[config.mk]
export PLATFORM = sky130hd
export DESIGN_NAME = fp8_mac_sequencer_flat
export DESIGN_NICKNAME = d
export VERILOG_FILES = /design/src/rtl/fp8_mac_pkg.sv /design/src/rtl/fp8_mac_sequencer_if.sv /design/src/rtl/fp8_wait_watchdog.sv /design/src/rtl/fp8_mac_sequencer.sv /design/src/flat_wrapper.sv
export SDC_FILE = /design/constraint.sdc
export NUM_CORES = 1
export LEC_CHECK = 0
export CAP_MARGIN = 0
export CORE_MARGIN = 8
export CORE_UTILIZATION = 37
export CTS_CLUSTER_SIZE = 40
export DETAILED_ROUTE_END_ITERATION = 7
export DONT_BUFFER_PORTS = 1
export MAX_ROUTING_LAYER = met4
export PLACE_DENSITY_LB_ADDON = 0.08
export SKIP_LAST_GASP = 1
export SLEW_MARGIN = 40
export SYNTH_ARGS = -nofsm -noshare
export SYNTH_HDL_FRONTEND = slang
export SYNTH_SLANG_ARGS = --single-unit
export TNS_END_PERCENT = 100
[constraint.sdc]
create_clock -name clk -period 1.8 [get_ports clk]
set_input_delay 0.18 -clock clk [delete_from_list [all_inputs] [get_ports clk]]
set_output_delay 0.18 -clock clk [all_outputs]
set_load 0.05 [all_outputs]
[src/rtl/fp8_mac_pkg.sv]
// Shared types and constants for the FP8 (E4M3, bias 7) MAC sequencer.
package fp8_mac_pkg;

  typedef logic [7:0] fp8_t;

  typedef enum logic [2:0] {
    S_IDLE,
    S_MUL_ISSUE,
    S_MUL_WAIT,
    S_ADD_ISSUE,
    S_ADD_WAIT,
    S_OUTPUT
  } seq_state_t;

  localparam fp8_t        FP8_ZERO = 8'h00;
  localparam int unsigned FP8_BIAS = 7;

endpackage

[src/rtl/fp8_mac_sequencer_if.sv]
// Operand, arithmetic-unit and result streams of the FP8 MAC sequencer.
// master = sequencer side, slave = operand source / arithmetic units / consumer.
interface fp8_mac_sequencer_if;
  import fp8_mac_pkg::*;

  logic in_valid;
  logic in_ready;
  fp8_t in_a;
  fp8_t in_b;

  logic mul_start;
  fp8_t mul_a;
  fp8_t mul_b;
  logic mul_done;
  fp8_t mul_product;

  logic add_start;
  fp8_t add_a;
  fp8_t add_b;
  logic add_done;
  fp8_t add_sum;

  logic out_valid;
  logic out_ready;
  fp8_t out_result;

  modport master (
    input  in_valid, in_a, in_b, mul_done, mul_product, add_done, add_sum, out_ready,
    output in_ready, mul_start, mul_a, mul_b, add_start, add_a, add_b, out_valid, out_result
  );

  modport slave (
    output in_valid, in_a, in_b, mul_done, mul_product, add_done, add_sum, out_ready,
    input  in_ready, mul_start, mul_a, mul_b, add_start, add_a, add_b, out_valid, out_result
  );

endinterface

[src/rtl/fp8_wait_watchdog.sv]
// Wait-state timeout counter; counts cycles while wait_i is high and flags
// timeout_o on the WDOG_CYCLES-th cycle without a matching done.
module fp8_wait_watchdog #(
  parameter int unsigned WDOG_CYCLES = 64
) (
  input  logic clk_i,
  input  logic rst_i,
  input  logic wait_i,
  input  logic done_i,
  output logic timeout_o
);

  localparam int unsigned CW = (WDOG_CYCLES > 1) ? $clog2(WDOG_CYCLES) : 1;
  localparam logic [CW-1:0] LAST = CW'(WDOG_CYCLES - 1);

  logic [CW-1:0] cnt_q, cnt_d;

  // Wait states are only ever entered from an issue state, so clearing
  // whenever wait_i is low restarts the count on every wait-state entry.
  always_comb begin
    cnt_d = cnt_q;
    if (!wait_i || done_i || timeout_o) begin
      cnt_d = '0;
    end else begin
      cnt_d = cnt_q + 1'b1;
    end
  end

  always_ff @(posedge clk_i) begin
    if (rst_i) begin
      cnt_q <= '0;
    end else begin
      cnt_q <= cnt_d;
    end
  end

  assign timeout_o = wait_i && !done_i && (cnt_q == LAST);

endmodule

[src/rtl/fp8_mac_sequencer.sv]
// Sequences one shared FP8 multiplier and adder to form a VEC_LEN-pair dot product.
// Optional wait-state watchdog enabled by defining FP8_MAC_WATCHDOG_EN.
module fp8_mac_sequencer
  import fp8_mac_pkg::*;
#(
  parameter int unsigned VEC_LEN     = 4,
  parameter int unsigned WDOG_CYCLES = 64
) (
  input  logic                clk,
  input  logic                rst,
  fp8_mac_sequencer_if.master bus,
  output logic                busy,
  output logic                err
);

  if (VEC_LEN < 1 || VEC_LEN > 255 || WDOG_CYCLES < 1) begin : g_param_check
    $error("fp8_mac_sequencer: VEC_LEN must be 1..255 and WDOG_CYCLES >= 1");
  end

  localparam logic [7:0] LAST_IDX = 8'(VEC_LEN - 1);

  seq_state_t state_q, state_d;
  fp8_t       acc_q, acc_d;
  fp8_t       mul_a_q, mul_a_d;
  fp8_t       mul_b_q, mul_b_d;
  fp8_t       add_b_q, add_b_d;
  logic [7:0] elem_cnt_q, elem_cnt_d;
  logic       in_ready_q;
  logic       wdog_timeout;

`ifdef FP8_MAC_WATCHDOG_EN
  logic in_wait;
  logic wait_done;
  logic err_q;

  assign in_wait   = (state_q == S_MUL_WAIT) || (state_q == S_ADD_WAIT);
  assign wait_done = ((state_q == S_MUL_WAIT) && bus.mul_done) ||
                     ((state_q == S_ADD_WAIT) && bus.add_done);

  fp8_wait_watchdog #(
    .WDOG_CYCLES(WDOG_CYCLES)
  ) u_wdog (
    .clk_i    (clk),
    .rst_i    (rst),
    .wait_i   (in_wait),
    .done_i   (wait_done),
    .timeout_o(wdog_timeout)
  );

  always_ff @(posedge clk) begin
    if (rst) begin
      err_q <= 1'b0;
    end else if (wdog_timeout) begin
      err_q <= 1'b1;
    end
  end

  assign err = err_q;
`else
  assign wdog_timeout = 1'b0;
  assign err          = 1'b0;
`endif

  always_comb begin
    state_d    = state_q;
    acc_d      = acc_q;
    mul_a_d    = mul_a_q;
    mul_b_d    = mul_b_q;
    add_b_d    = add_b_q;
    elem_cnt_d = elem_cnt_q;
    unique case (state_q)
      S_IDLE: begin
        if (bus.in_valid && in_ready_q) begin
          mul_a_d = bus.in_a;
          mul_b_d = bus.in_b;
          state_d = S_MUL_ISSUE;
        end
      end
      S_MUL_ISSUE: state_d = S_MUL_WAIT;
      S_MUL_WAIT: begin
        if (bus.mul_done) begin
          add_b_d = bus.mul_product;
          state_d = S_ADD_ISSUE;
        end else if (wdog_timeout) begin
          acc_d      = FP8_ZERO;
          elem_cnt_d = '0;
          state_d    = S_IDLE;
        end
      end
      S_ADD_ISSUE: state_d = S_ADD_WAIT;
      S_ADD_WAIT: begin
        if (bus.add_done) begin
          acc_d = bus.add_sum;
          if (elem_cnt_q == LAST_IDX) begin
            elem_cnt_d = '0;
            state_d    = S_OUTPUT;
          end else begin
            elem_cnt_d = elem_cnt_q + 8'd1;
            state_d    = S_IDLE;
          end
        end else if (wdog_timeout) begin
          acc_d      = FP8_ZERO;
          elem_cnt_d = '0;
          state_d    = S_IDLE;
        end
      end
      S_OUTPUT: begin
        if (bus.out_ready) begin
          acc_d   = FP8_ZERO;
          state_d = S_IDLE;
        end
      end
      default: state_d = S_IDLE;
    endcase
  end

  // in_ready is registered from the next state so it reads 0 out of reset.
  always_ff @(posedge clk) begin
    if (rst) begin
      state_q    <= S_IDLE;
      acc_q      <= FP8_ZERO;
      mul_a_q    <= FP8_ZERO;
      mul_b_q    <= FP8_ZERO;
      add_b_q    <= FP8_ZERO;
      elem_cnt_q <= '0;
      in_ready_q <= 1'b0;
    end else begin
      state_q    <= state_d;
      acc_q      <= acc_d;
      mul_a_q    <= mul_a_d;
      mul_b_q    <= mul_b_d;
      add_b_q    <= add_b_d;
      elem_cnt_q <= elem_cnt_d;
      in_ready_q <= (state_d == S_IDLE);
    end
  end

  assign bus.in_ready   = in_ready_q;
  assign bus.mul_start  = (state_q == S_MUL_ISSUE);
  assign bus.mul_a      = mul_a_q;
  assign bus.mul_b      = mul_b_q;
  assign bus.add_start  = (state_q == S_ADD_ISSUE);
  assign bus.add_a      = acc_q;
  assign bus.add_b      = add_b_q;
  assign bus.out_valid  = (state_q == S_OUTPUT);
  assign bus.out_result = acc_q;
  assign busy           = (state_q != S_IDLE);

endmodule
[src/flat_wrapper.sv]
// flat-port wrapper written by rule: the top's interface ports become plain ports
module fp8_mac_sequencer_flat import fp8_mac_pkg::*;
#(
  parameter int unsigned VEC_LEN     = 4,
  parameter int unsigned WDOG_CYCLES = 64
)
  (clk, rst, busy, err, bus_in_valid, bus_in_a, bus_in_b, bus_mul_done, bus_mul_product, bus_add_done, bus_add_sum, bus_out_ready, bus_in_ready, bus_mul_start, bus_mul_a, bus_mul_b, bus_add_start, bus_add_a, bus_add_b, bus_out_valid, bus_out_result);
  fp8_mac_sequencer_if bus_i ();
  input  logic clk;
  input  logic rst;
  output logic busy;
  output logic err;
  input wire logic [$bits(bus_i.in_valid)-1:0] bus_in_valid;
  input wire logic [$bits(bus_i.in_a)-1:0] bus_in_a;
  input wire logic [$bits(bus_i.in_b)-1:0] bus_in_b;
  input wire logic [$bits(bus_i.mul_done)-1:0] bus_mul_done;
  input wire logic [$bits(bus_i.mul_product)-1:0] bus_mul_product;
  input wire logic [$bits(bus_i.add_done)-1:0] bus_add_done;
  input wire logic [$bits(bus_i.add_sum)-1:0] bus_add_sum;
  input wire logic [$bits(bus_i.out_ready)-1:0] bus_out_ready;
  output wire logic [$bits(bus_i.in_ready)-1:0] bus_in_ready;
  output wire logic [$bits(bus_i.mul_start)-1:0] bus_mul_start;
  output wire logic [$bits(bus_i.mul_a)-1:0] bus_mul_a;
  output wire logic [$bits(bus_i.mul_b)-1:0] bus_mul_b;
  output wire logic [$bits(bus_i.add_start)-1:0] bus_add_start;
  output wire logic [$bits(bus_i.add_a)-1:0] bus_add_a;
  output wire logic [$bits(bus_i.add_b)-1:0] bus_add_b;
  output wire logic [$bits(bus_i.out_valid)-1:0] bus_out_valid;
  output wire logic [$bits(bus_i.out_result)-1:0] bus_out_result;
  assign bus_i.in_valid = bus_in_valid;
  assign bus_i.in_a = bus_in_a;
  assign bus_i.in_b = bus_in_b;
  assign bus_i.mul_done = bus_mul_done;
  assign bus_i.mul_product = bus_mul_product;
  assign bus_i.add_done = bus_add_done;
  assign bus_i.add_sum = bus_add_sum;
  assign bus_i.out_ready = bus_out_ready;
  assign bus_in_ready = bus_i.in_ready;
  assign bus_mul_start = bus_i.mul_start;
  assign bus_mul_a = bus_i.mul_a;
  assign bus_mul_b = bus_i.mul_b;
  assign bus_add_start = bus_i.add_start;
  assign bus_add_a = bus_i.add_a;
  assign bus_add_b = bus_i.add_b;
  assign bus_out_valid = bus_i.out_valid;
  assign bus_out_result = bus_i.out_result;
  fp8_mac_sequencer #(.VEC_LEN(VEC_LEN), .WDOG_CYCLES(WDOG_CYCLES)) u_core (.clk(clk), .rst(rst), .bus(bus_i), .busy(busy), .err(err));
endmodule
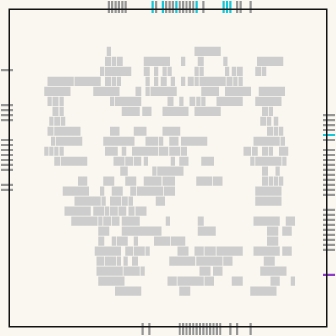
pins.png
Pins as bars across the die edge, other pins in gray.
`bus_in_a` -> cyan  # pins 8, direction input, edge 7 top, 1 right
`err` -> purple  # pins 1, direction output, edge right

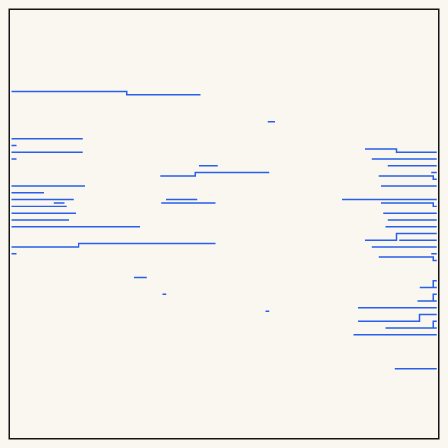
met3.png
share of all routed wire = 12%
longest straight run = 27.4 microns
wire length on this layer = 500 microns

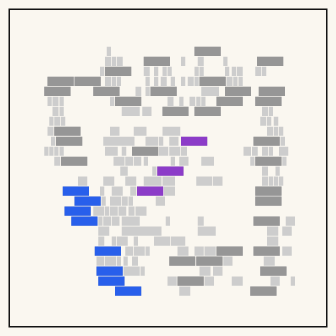
registers.png
`u_core.elem_cnt_q` -> blue  # placed flops 8
`u_core.state_q` -> purple  # placed flops 3

==> flow report <==
====================================================================================
Run status                                                              finished, final reports clean
Avg Synthesized Cell Area                                                 8.86 sq um
Crit path cell chain                                                    inv_2 -> or4b_1 -> nand2_1 -> a21oi_1
Bufs and invs on worst path                                                        1
Number of sequential storage elements                                             44
Clk_buf instances                                                                  6
Register bit count reported by yosys                                              44
Start of the worst register-to-register path                            u_core.state_q[1]
Number of cells on the worst reg-to-reg path                                       4
Total Power                                                                  2.14 mW
Worst-case vdd ir drop                                                    0.000442 V
Final setup fails                                                                  0
Share of flip-flops with an asynchronous set or reset after synthesis              0
Top logic cells by instance count in the layout                         53 x nand2_1, 44 x dfxtp_1, 26 x a21oi_1
Syn Inst Count                                                                   205
Die outline area                                                          7410 sq um
Proportion of cell area occupied by registers                                  0.441
Final count of pins violating max slew                                             0
Clk sinks                                                                         44
Ant diodes                                                                         0
Share of total power consumed by net switching                                 0.297
DRC marker count from the first detailed-route iteration                          86
P_sw                                                                          636 uW
Highest clock frequency the design can meet                                  610 MHz
Power density normalized to cell area                                   1070 nW/um^2
Count of port buffers added during placement                                       0
Post-synth net total                                                             244
TritonCTS clock tree                                                             yes
Cell accounting for the most synthesized area                                dfxtp_1
Tally of unique sky130hd cells used after synthesis                               36
Most frequently placed logic cell in the final layout                        nand2_1
Hold Crit Start                                                          bus_in_b[6]
Leading cell kind                                                       sequential cells
Signal arrival time at the worst endpoint                                    1.81 ns
Half-perimeter wire length after detailed placement                     3290 microns
====================================================================================
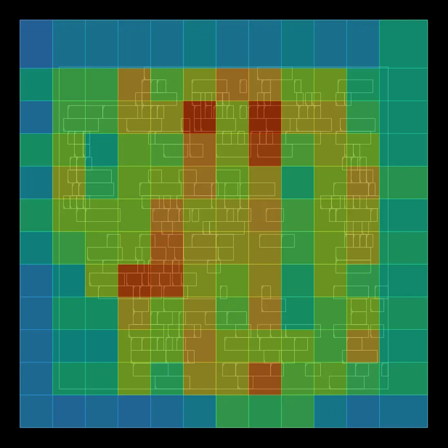
final_congestion.png
routing usage on met1: 0.126
layer with the highest usage: met2
final core utilization: 0.423
Wirelength per Cell: 15.5 microns

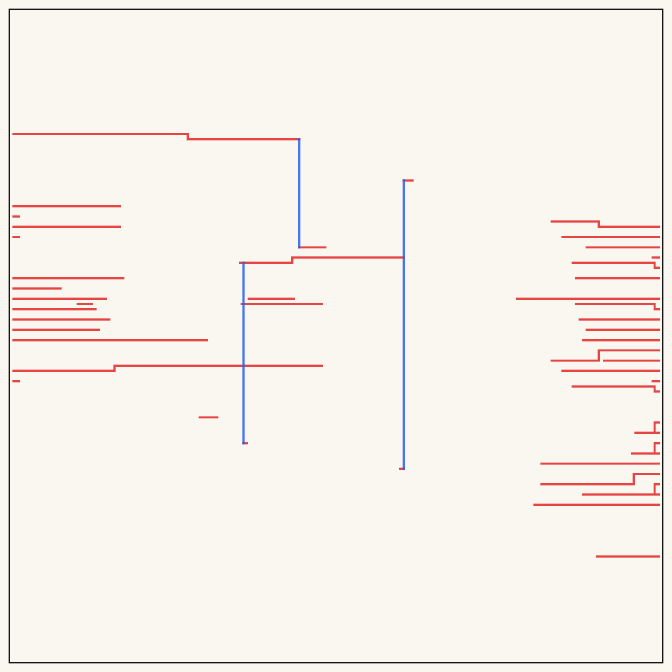
metal_stack.png
Two of the layers only.
met3 -> red  # wire length 500 microns
met4 -> blue  # wire length 76.2 microns
Routed Wire Length: 4290 microns
combined global-route utilization of all metal layers: 0.120

==> through the flow <==
stage / instance area [sq um] / hold WS [ns] / worst slack [ns]
after floorplan: 1820 / 0.306 / 0.303
after global placement: 1880 / 0.257 / 0.224
after detailed placement: 1880 / 0.257 / 0.174
after CTS: 2000 / 0.000960 / 0.119
after global routing: 2000 / 0.000667 / 0.0202
final: 2000 / 0.00533 / 0.161
==> how the worst max path moves through the flow <==
stage	from	to	slack, ns	cells past startpoint
after floorplan	u_core.state_q[2]	u_core.bus.add_a[0]	0.30	5
after global placement	u_core.state_q[1]	u_core.bus.add_b[5]	0.22	4
after detailed placement	u_core.state_q[1]	u_core.bus.add_a[4]	0.17	4
after CTS	u_core.state_q[1]	u_core.bus.add_b[5]	0.12	4
after global routing	u_core.state_q[1]	u_core.bus.add_a[2]	0.02	4
final	u_core.state_q[1]	u_core.bus.add_b[5]	0.16	4
==> state kept, by name, indices dropped and copies added (netlist names) <==
signal	cells
u_core.bus.add_b	8
u_core.bus.add_a	8
u_core.bus.in_ready	1
u_core.bus.mul_b	8
u_core.state_q	3
u_core.elem_cnt_q	8
u_core.bus.mul_a	8
==> per-layer routing <==
layer / vias up / wire [microns] / global-route usage
met3: 7 / 499 / 0.0554
met5: - / 0 / -
met4: 0 / 76 / 0.0621
met1: 630 / 1650 / 0.126
li1: 678 / - / -
met2: 53 / 2060 / 0.185
==> power by group through the flow <==
stage                     clock (mW)  combinational (mW)  sequential (mW)
final                          0.732               0.231             1.18
after global routing           0.791               0.258             1.19
after CTS                      0.751               0.235             1.18
after detailed placement           0               0.224             1.20
after global placement             0               0.221             1.20
after floorplan                    0               0.198             1.20
==> timing repair <==
item                                    in CTS  in global routing
hold buffers                                 1                  0
hold endpoints to repair                    27                  0
endpoints found under the setup margin       0                  8
gates resized                                0                  1
Power and IR drop assume default switching activity.
